Design interrupt_claim_complete, sky130hd; sources not shown.
==> images/gates.png <==
Bar = 20 um.
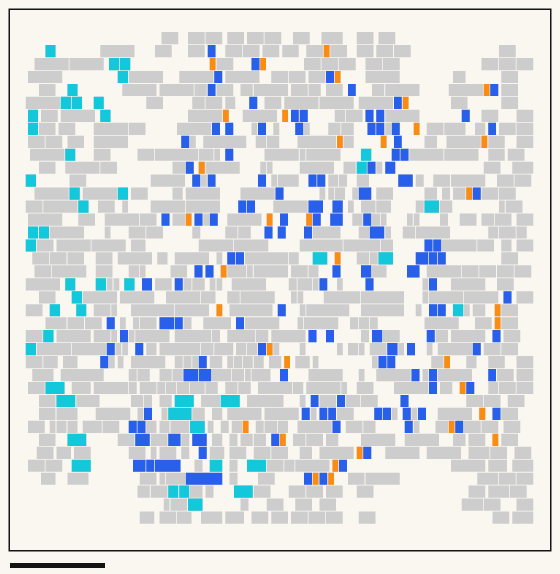
| family | colour | cells | most used |
|---|---|---|---|
| aoi and oai cells | blue | 133 | a21oi_1 |
| and/or cells | cyan | 47 | and2_1 |
| inv cells | orange | 35 | inv_1 |
most common cell after layout, fill and taps aside: sky130_fd_sc_hd__clkdlybuf4s50_1
fraction of standard cell area in multi-input logic: 0.338
number of standard cells in the layout, taps in and fillers out: 907

==> images/clock_nets.png <==
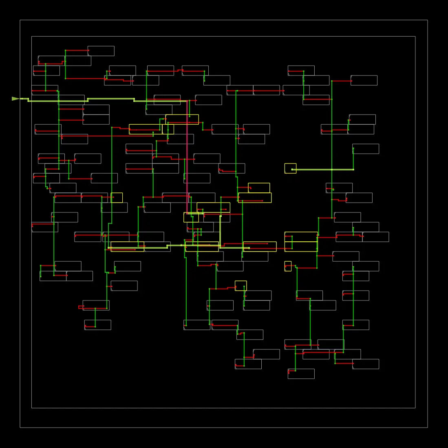
clock insertion delay at the later pin of the skew report: 340 ps
power in the clock group: 1660 uW

==> impl_results.rst <==
Run summary
-----------

.. list-table::
   :header-rows: 1

   * - Metric
     - Value
   * - Share of the synthesized area in the top cell type
     - 0.453
   * - Count of hold-fix buffers inserted at cts
     - 0
   * - Layout Skew
     - 8.53 ps
   * - Average wire per standard cell
     - about 20 um
   * - Summed standard-cell area reported by yosys
     - 0.00438 mm2
   * - Main area contributors
     - sky130_fd_sc_hd__dfxtp_1 (45%), sky130_fd_sc_hd__a21oi_1 (8.0%), sky130_fd_sc_hd__nor3b_1 (5.0%)
   * - Status
     - completed
   * - Simple logic cell fraction of the synthesized area
     - 0.295
   * - DRC errors left
     - 0
   * - Synthesis-to-finish area growth
     - 66.3%
   * - Vert. Die Dim
     - ~110 um
   * - WS Path Type
     - in -> reg
   * - Seq share, synth
     - 0.453
   * - Headroom to the max-slew limit
     - 0.555
   * - Time the worst path needs with I/O delays and setup
     - between 2000 and 2500 ps
   * - GRT met2 Usage
     - 0.469
   * - Static leakage
     - 0.00256 uW
   * - Cell count along the critical path
     - 7
   * - Maximum number of pins on one net before global-route repair
     - 20
   * - Final Wtd Congestion
     - around 0.88
   * - Total Die Area
     - approximately 0.013 mm2
   * - Internal reg-to-reg setup slack
     - roughly 480 ps
   * - Cell kind with the greatest summed area
     - multi-input combinational cells
   * - Metal1 wirelength
     - about 6.7 mm
   * - Most frequent cell after synthesis
     - sky130_fd_sc_hd__dfxtp_1
   * - Achievable frequency
     - between 400 and 500 MHz
   * - Commonest non-fill, non-tap cells in the layout
     - sky130_fd_sc_hd__clkdlybuf4s50_1 (176), sky130_fd_sc_hd__dfxtp_1 (99), sky130_fd_sc_hd__a21oi_1 (70)
   * - First-pass DRT Iterations
     - 5
   * - Power drawn by the combinational cells
     - 734 uW
   * - Clock H-tree levels
     - 3
   * - Met3 GRT Util
     - 0.0829
   * - Count of buffers inserted at the top-level ports
     - 198
   * - Final standard cell area without fillers
     - between 0.007 and 0.008 mm2
   * - Count of endpoints failing hold in the final timing report
     - 0
   * - Share of the clock period used by the worst path after layout
     - 0.987
   * - Row cnt
     - 38
   * - Unrepaired setup endpoints after global routing
     - yes
   * - Synthesized netlist cell count
     - 534
   * - Core area
     - ~0.011 mm2
   * - Post-CTS repair timing setup buffer count
     - 12
   * - Synth top cells by count
     - sky130_fd_sc_hd__dfxtp_1 (99), sky130_fd_sc_hd__a21oi_1 (70), sky130_fd_sc_hd__nand2_1 (53)
   * - Total tool warning count
     - 28
   * - TritonCTS clock tree
     - done
   * - Post-synthesis async set-or-reset flop share
     - 0
   * - Number of unique standard cell types used by synthesis
     - between 40 and 50
   * - Synthesized area
     - between 0.004 and 0.005 mm2
   * - TNS Setup
     - 0 ps
   * - Number of antenna diodes
     - 0
   * - Type of origin of the critical path
     - input pin
   * - Critical-path cell with the highest stage delay
     - sky130_fd_sc_hd__or4_4
   * - Post-CTS resize count
     - around 69
   * - Via count of the first global-routing pass
     - just over 5000
   * - Number of nets at floorplan
     - 634
   * - Dominant register cell in the synthesized netlist
     - sky130_fd_sc_hd__dfxtp_1
   * - Compound-cell area share of the yosys netlist
     - 0.173
   * - I/O pin count
     - roughly 200
   * - Fraction of standard cell area that is sequential
     - 0.272
   * - Reported max-cap violation count
     - 0
   * - Footprint of the flip-flops and latches
     - ~0.0020 mm2
   * - Net switching component of the power
     - approximately 1300 uW
   * - Number of DRC violations after detailed-routing iteration 0
     - 313
   * - Share of power burned in the clock network
     - 0.378
   * - Number of antenna-violating nets in the routed design
     - 0
   * - Power per unit of standard cell area
     - about 600 mW/mm2
   * - Finished Core Util
     - 0.660
   * - Yosys cell count
     - 534
   * - Crit end category
     - register
   * - Taps Inserted
     - roughly 140
   * - Logic gate share of total power
     - 0.167
   * - Number of warnings printed during yosys synthesis
     - 0
   * - Transition time of the tightest slew-check pin
     - around 670 ps
   * - Post-placement cell count
     - 872
   * - Width of the die
     - 113 um
   * - Clock transition at the registers of the reported paths
     - 70 ps
   * - Non-clock buffer area fraction after layout
     - 0.308
   * - Power Total
     - ~4400 uW
   * - Post-detailed-placement half-perimeter wirelength
     - ~13 mm
   * - Clock buffers and inverters, area share
     - 0.0402
   * - Effective utilization at floorplan
     - 0.397
   * - Clock buffer depth
     - 2
   * - Busiest metal layer after global routing
     - met2
   * - Num CTS Buffers
     - 9
   * - Top sig layer
     - met4
   * - Total wire length after detailed routing
     - 17.7 mm
   * - CP delay by family, top
     - simple AND/OR/NAND/NOR gates
   * - Buffers, non-clock
     - 242
   * - Number of pins with negative max-slew slack in the final report
     - 0
   * - Overall overflow remaining after global route
     - 0
   * - Flop and latch count out of synthesis
     - just under 100
Power figures rest on the tool's default switching activity, not on a simulated workload.
